Figure 1. Clock routing.
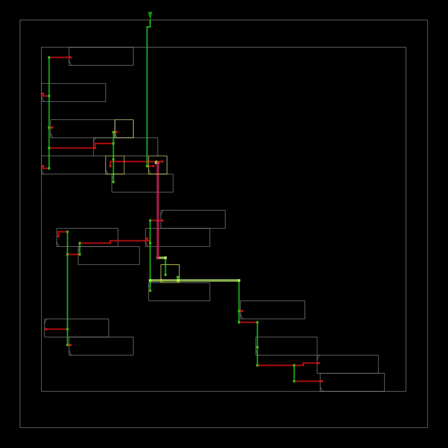
Figure 2. Ports around the boundary.
Pins as bars across the die edge, other pins in grey.
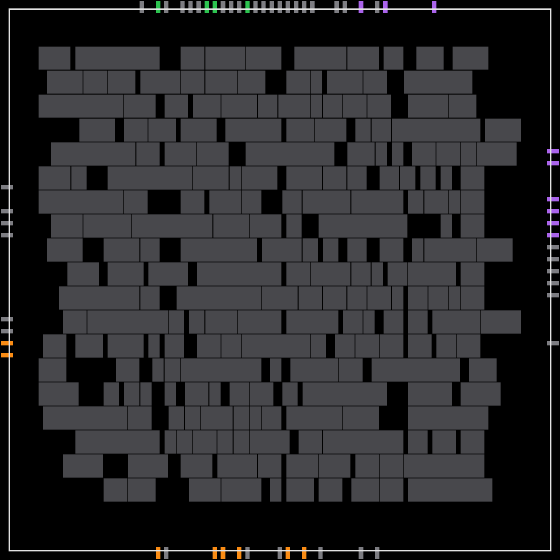
## config.mk

```make
export PLATFORM = sky130hd
export DESIGN_NAME = instruction_decoder_cnt_flat
export DESIGN_NICKNAME = d
export VERILOG_FILES = /design/src/rtl/instruction_decoder_cnt_if.sv /design/src/rtl/instruction_decoder_cnt.sv /design/src/flat_wrapper.sv
export SDC_FILE = /design/constraint.sdc
export NUM_CORES = 1
export LEC_CHECK = 0
export CAP_MARGIN = 20
export CORE_MARGIN = 3
export CORE_UTILIZATION = 41
export DETAILED_ROUTE_END_ITERATION = 10
export GPL_ROUTABILITY_DRIVEN = 0
export GPL_TIMING_DRIVEN = 0
export PLACE_DENSITY = 0.8
export SYNTH_ARGS = -nofsm -noshare
export SYNTH_HDL_FRONTEND = slang
export SYNTH_SLANG_ARGS = --single-unit
```

## constraint.sdc

```tcl
create_clock -name clk -period 1.8 [get_ports clk]
set_input_delay 0.36 -clock clk [delete_from_list [all_inputs] [get_ports clk]]
set_output_delay 0.36 -clock clk [all_outputs]
set_load 0.02 [all_outputs]
```

## src/rtl/instruction_decoder_cnt_if.sv

```systemverilog
// Fetch/decode bus between program memory, the decoder and the datapath/sequencer.
interface instruction_decoder_cnt_if #(
  parameter int unsigned CNT_W = 8
);
  logic             stall;
  logic [7:0]       next_instr;
  logic [7:0]       ir;
  logic             jmp;
  logic             jmp_nz;
  logic [3:0]       ir_nibble;
  logic             i_sel;
  logic             x_sel;
  logic             y_sel;
  logic [3:0]       source_sel;
  logic [8:0]       reg_en;
  logic [CNT_W-1:0] cnt;
  logic             cnt_zero;
  logic [7:0]       from_ID;

  // Fetch side: supplies instructions and stall, observes decode.
  modport master (
    output stall, next_instr,
    input  ir, jmp, jmp_nz, ir_nibble, i_sel, x_sel, y_sel, source_sel, reg_en,
    input  cnt, cnt_zero, from_ID
  );

  // Decoder side.
  modport slave (
    input  stall, next_instr,
    output ir, jmp, jmp_nz, ir_nibble, i_sel, x_sel, y_sel, source_sel, reg_en,
    output cnt, cnt_zero, from_ID
  );
endinterface

```

## src/rtl/instruction_decoder_cnt.sv

```systemverilog
// Instruction register + combinational decoder with stall bubbles and a loop counter.
module instruction_decoder_cnt #(
  parameter int unsigned CNT_W    = 8,
  parameter int unsigned CNT_LOAD = 2 ** (CNT_W - 1),
  parameter bit          CNT_SAT  = 1'b0,
  parameter bit          DBG_SEL  = 1'b0
) (
  input logic                     clk,
  input logic                     reset_n,
  instruction_decoder_cnt_if.slave bus
);

  localparam logic [CNT_W-1:0] LoadVal = CNT_W'(CNT_LOAD);
  localparam logic [7:0]       InstrCntLd  = 8'hCF;
  localparam logic [7:0]       InstrCntDec = 8'hDF;

  logic [7:0]       ir_q, ir_d;
  logic             valid_q, valid_d;
  logic [CNT_W-1:0] cnt_q, cnt_d;

  logic       is_load, is_move, is_alu, is_jump, is_jnz;
  logic [2:0] load_dst, move_dst, move_src;
  logic [8:0] load_en, move_en;

  // State update; stall freezes ir and blocks counter side effects.
  always_ff @(posedge clk or negedge reset_n) begin
    if (!reset_n) begin
      ir_q    <= 8'h00;
      valid_q <= 1'b0;
      cnt_q   <= '0;
    end else begin
      ir_q    <= ir_d;
      valid_q <= valid_d;
      cnt_q   <= cnt_d;
    end
  end

  // Next-state: capture fetch, arm valid, execute counter ops of the current ir.
  always_comb begin
    ir_d    = ir_q;
    valid_d = valid_q;
    cnt_d   = cnt_q;
    if (!bus.stall) begin
      ir_d    = bus.next_instr;
      valid_d = 1'b1;
      if (valid_q) begin
        if (ir_q == InstrCntLd) begin
          cnt_d = LoadVal;
        end else if (ir_q == InstrCntDec) begin
          if (CNT_SAT && (cnt_q == '0)) cnt_d = '0;
          else                          cnt_d = cnt_q - CNT_W'(1);
        end
      end
    end
  end

  // Instruction class and field extraction plus per-class register enables.
  always_comb begin
    is_load  = ~ir_q[7];
    is_move  = (ir_q[7:6] == 2'b10);
    is_alu   = (ir_q[7:5] == 3'b110);
    is_jump  = (ir_q[7:4] == 4'b1110);
    is_jnz   = (ir_q[7:4] == 4'b1111);
    load_dst = ir_q[6:4];
    move_dst = ir_q[5:3];
    move_src = ir_q[2:0];

    // dm writes also strobe the i-register (address post-modify).
    if (load_dst == 3'd7)      load_en = 9'h0C0;
    else if (load_dst == 3'd4) load_en = 9'h100;
    else                       load_en = 9'h001 << load_dst;

    if ((move_dst == 3'd4) && (move_src == 3'd6)) begin
      move_en = 9'h100;
    end else if ((move_dst == 3'd7) || ((move_src == 3'd7) && (move_dst != 3'd6))) begin
      move_en = (9'h001 << move_dst) | 9'h040;
    end else if (move_dst == 3'd4) begin
      move_en = 9'h100;
    end else begin
      move_en = 9'h001 << move_dst;
    end
  end

  // Output decode: reset-state values until valid, bubble while stalled.
  always_comb begin
    bus.ir_nibble  = ir_q[3:0];
    bus.jmp        = 1'b0;
    bus.jmp_nz     = 1'b0;
    bus.i_sel      = 1'b0;
    bus.x_sel      = 1'b0;
    bus.y_sel      = 1'b0;
    bus.source_sel = 4'd10;
    bus.reg_en     = 9'h1FF;
    if (valid_q) begin
      bus.jmp    = is_jump;
      bus.jmp_nz = is_jnz;
      bus.x_sel  = ir_q[4];
      bus.y_sel  = ir_q[3];
      bus.i_sel  = ~((is_load && (load_dst == 3'd6)) || (is_move && (move_dst == 3'd6)));
      if (is_move) begin
        bus.source_sel = (move_src == move_dst) ? 4'd9 : {1'b0, move_src};
      end else begin
        bus.source_sel = 4'd8;
      end
      if (is_load)      bus.reg_en = load_en;
      else if (is_move) bus.reg_en = move_en;
      else if (is_alu)  bus.reg_en = 9'h010;
      else              bus.reg_en = 9'h000;
      if (bus.stall) begin
        bus.reg_en = 9'h000;
        bus.jmp    = 1'b0;
        bus.jmp_nz = 1'b0;
      end
    end
  end

  // Register/counter observation and debug bus.
  always_comb begin
    bus.ir       = ir_q;
    bus.cnt      = cnt_q;
    bus.cnt_zero = (cnt_q == '0);
    bus.from_ID  = DBG_SEL ? ir_q : 8'(cnt_q);
  end

endmodule

```

## src/flat_wrapper.sv

```systemverilog
// flat-port wrapper written by rule: the top's interface ports become plain ports
module instruction_decoder_cnt_flat 
#(
  parameter int unsigned CNT_W    = 8,
  parameter int unsigned CNT_LOAD = 2 ** (CNT_W - 1),
  parameter bit          CNT_SAT  = 1'b0,
  parameter bit          DBG_SEL  = 1'b0
)
  (clk, reset_n, bus_stall, bus_next_instr, bus_ir, bus_jmp, bus_jmp_nz, bus_ir_nibble, bus_i_sel, bus_x_sel, bus_y_sel, bus_source_sel, bus_reg_en, bus_cnt, bus_cnt_zero, bus_from_ID);
  instruction_decoder_cnt_if #(.CNT_W(CNT_W)) bus_i ();
  input logic clk;
  input logic reset_n;
  input wire logic [$bits(bus_i.stall)-1:0] bus_stall;
  input wire logic [$bits(bus_i.next_instr)-1:0] bus_next_instr;
  output wire logic [$bits(bus_i.ir)-1:0] bus_ir;
  output wire logic [$bits(bus_i.jmp)-1:0] bus_jmp;
  output wire logic [$bits(bus_i.jmp_nz)-1:0] bus_jmp_nz;
  output wire logic [$bits(bus_i.ir_nibble)-1:0] bus_ir_nibble;
  output wire logic [$bits(bus_i.i_sel)-1:0] bus_i_sel;
  output wire logic [$bits(bus_i.x_sel)-1:0] bus_x_sel;
  output wire logic [$bits(bus_i.y_sel)-1:0] bus_y_sel;
  output wire logic [$bits(bus_i.source_sel)-1:0] bus_source_sel;
  output wire logic [$bits(bus_i.reg_en)-1:0] bus_reg_en;
  output wire logic [$bits(bus_i.cnt)-1:0] bus_cnt;
  output wire logic [$bits(bus_i.cnt_zero)-1:0] bus_cnt_zero;
  output wire logic [$bits(bus_i.from_ID)-1:0] bus_from_ID;
  assign bus_i.stall = bus_stall;
  assign bus_i.next_instr = bus_next_instr;
  assign bus_ir = bus_i.ir;
  assign bus_jmp = bus_i.jmp;
  assign bus_jmp_nz = bus_i.jmp_nz;
  assign bus_ir_nibble = bus_i.ir_nibble;
  assign bus_i_sel = bus_i.i_sel;
  assign bus_x_sel = bus_i.x_sel;
  assign bus_y_sel = bus_i.y_sel;
  assign bus_source_sel = bus_i.source_sel;
  assign bus_reg_en = bus_i.reg_en;
  assign bus_cnt = bus_i.cnt;
  assign bus_cnt_zero = bus_i.cnt_zero;
  assign bus_from_ID = bus_i.from_ID;
  instruction_decoder_cnt #(.CNT_W(CNT_W), .CNT_LOAD(CNT_LOAD), .CNT_SAT(CNT_SAT), .DBG_SEL(DBG_SEL)) u_core (.clk(clk), .reset_n(reset_n), .bus(bus_i));
endmodule
```

==> notes.md <==
Implementation results are summarized by area below.

Critical path
The worst setup path is captured at an output port. The setup check on the worst reg-to-reg path leaves a slack of 0.08 ns. Per the STA report, the cell with the highest stage delay on the worst path is sky130_fd_sc_hd__dfrtp_2. The critical path startpoint category is a flip-flop. Per the timing report, the biggest fanout along the worst path comes to 6. The cell depth of the worst flop-to-flop path is 4.

The endpoint of the worst register-to-register path is u_core.bus.cnt[1]. Tracing the worst setup path back leads to its startpoint at u_core.bus.ir[7]. Per STA, the worst path is made up of buf_4, mux2_4, o41ai_4, buf_4.

According to the timing report, the data required time at the worst endpoint equals 1.44 ns. According to the timing report, the arrival time at the worst endpoint equals 1.68 ns. The cell repeated most along the worst path is sky130_fd_sc_hd__buf_4.

OpenSTA lists the critical path endpoint as bus_reg_en[1]. The startpoint of the worst-slack reg-to-reg timing path is u_core.bus.ir[1]. Per STA, the highest per-stage delay on the worst path measures 0.47 ns. The timing report lists the critical path depth as 4 cells.

Logic synthesis
The cell taking the most area after synthesis is sky130_fd_sc_hd__dfrtp_1. The number of nets in the synthesized netlist is 158. The most common cell in the synthesized netlist is sky130_fd_sc_hd__dfrtp_1. In this run, the synthesized area fraction spent on xor and xnor cells is recorded as 2.102%.

Yosys reported that registers with async set or reset make up 100.0%. After synthesis, flip-flops and latches occupy 34.03% of the total area. The mean instance size in the synthesized netlist is 8.561 µm². The area of the synthesized netlist per yosys stat is 1250 µm². For reference, compound AND-OR and OR-AND cells occupy 15.72% of the area reported after synthesis. The cell count after synthesis is 146.

The adder-cell area share of the yosys netlist is 1.001%. The most instantiated flip-flop cell in the synthesis netlist is sky130_fd_sc_hd__dfrtp_1. The share of synthesized area in the top cell type comes to 34.03%. The dominant non-sequential cell family after synthesis is simple AND/OR/NAND/NOR gates. After Yosys synthesis, and, or, nand and nor cells account for 25.83% of the synthesized area.

After synthesis, the netlist uses 37 different library cells.

Hold path
In this run the worst hold path is classified as in2reg. The instance count along the most critical hold path is 2. In this run the most critical hold path is launched from bus_stall. The worst hold endpoint is u_core.bus.ir[7].

Global routing
The fraction of met2 tracks used by global routing is 40.33%. The maximum number of pins on one net before global-route repair is 18. For met3 alone, demand over resource in global routing was 2.725%.

The number of global-route vias before repair came to 1,349. The initial antenna violation count is 0. Global routing used 23.41% of the available tracks. The wire length of the first global-routing pass is 6603 µm. Global route summary, busiest routing layer listed as met2.

Pwr
The ratio of total power to cell area is 597.8 nW/µm². The switching power total is 539.6 µW. Per report_power, the Sequential row totals 466 µW. The part of the power in the clock network is 15.5%. In this run, the combinational gates consume 50.8% of the power.

Power comes to 1.382 mW. The internal power summed over all cells is 842.6 µW. The worst IR drop on VDD is 0.6795 mV. The biggest slice of the total power is consumed by combinational logic.

The combinational power reported by the tool is 703 µW. The sequential share of power is 33.7%. For the clock group, total power comes out at 214 µW.

Place
In this run the cell area measured after placement is 1949 µm². The count of placed standard cells including taps is 233. Timing analysis after detailed placement gives a worst setup slack of -0.5339 ns. After legalization and detailed placement, the total HPWL measured 2829 µm. As logged by OpenROAD, the buffers inserted on ports number 56.

Final timing
For this run, the top clock speed supported by timing is 0.4906 GHz. The count of final max-slew check failures is 0. The transition time at the pin with the least slew margin is 0.8068 ns. The final critical path takes up 113.2% of the cycle.

The final timing report counts setup violations totalling 15. The shortest clock period the worst path allows after layout is 2.038 ns. The final worst-path setup slack is -0.2383 ns. The aggregate negative setup slack is -1.748 ns. On the final layout, the worst hold slack is 0.4642 ns. Setup repair after global routing could not meet its margin everywhere.

Drt
The number of iterations in the first detailed-routing pass is 4. The highest metal layer carrying signal wires in the routed design is met4. The detail route stage leaves a number of antenna-violating nets equal to 0.

The first routing iteration left 79 violations. The detailed router reports a met2 wire length of 2399 µm. Per the detail_route report, DRC violations left total 0.

The routed via count is 1,489. The routed wire length is 4737 µm. The met1 wire length is 1848 µm. The detailed router reports a met3 wire length of 316 µm. The routed design shows a wire length per standard cell of 18.65 µm.

Final layout
The number of clock buffer instances in the layout is 3. The net count of the finished layout is 236. Counting only logic cells after layout, the most numerous master is sky130_fd_sc_hd__buf_4. The finished layout holds 254 standard cells, fillers aside. The number of antenna diodes in the final layout is 0. Per the final report, the share of cell area in clock cells is 1.299%. The layout summary lists the proportion of cells stronger than drive strength 1 as 50.67%. The total area of multi-input combinational cells is 899.6 µm².

The finished cells cover 2312 µm². The flip-flop and latch area is 439.2 µm². The final core utilization is 81.73%. The data-path buffer share of cell area in the final layout is 37.99%. The fraction of standard cell area that is sequential is 18.99%. The non-clock inverter count in the final layout is 7. The total number of multi-input combinational cells is 101.

The count of plain and timing-repair buffers in the layout is 94. Multi-input gates account for 38.91% of the area. The area growth from synthesis to layout is 84.99%. The final sequential cell count is 17.

Run
The number of warnings in the stage logs is 28. The number of max-cap violations is 0.

Clock network
The clock-pin slew on the worst setup and hold paths is 0.12 ns. In this run the clock root is driven by a sky130_fd_sc_hd__clkbuf_4. The number of buffers inserted during clock tree synthesis is 3.

Buffers inserted to repair hold after CTS numbered 0. The clock passes through at most 2 buffers. Looking at the post-CTS report, the setup buffer insertion count equals 14.

Post-CTS repair changed the size of 134 cells.

Die
The die is 61.22 µm tall. In this run the full chip footprint comes out at 3747 µm². The share of the core area taken by cells at floorplan is 44.18%. The floorplan has 19 rows. During tapcell insertion the tool placed 31 well taps. The number of primary I/O pins is 58.

Status
The checks that failed: setup timing. The run finished, with violations left.
Notes on Figure 1 above:
clock insertion delay at the later pin of the skew report: 0.30 ns
worst setup skew after layout: 0.02397 ns

Notes on Figure 2 above:
Key: bus_cnt = orange [pins 8, direction output, edge 6 south, 2 west]; bus_ir_nibble = green [pins 4, direction output, edge north]; bus_reg_en = purple [pins 9, direction output, edge 6 east, 3 north]
All pins by edge: 26 north, 12 south, 12 east, 8 west.

Power and IR drop assume default switching activity.
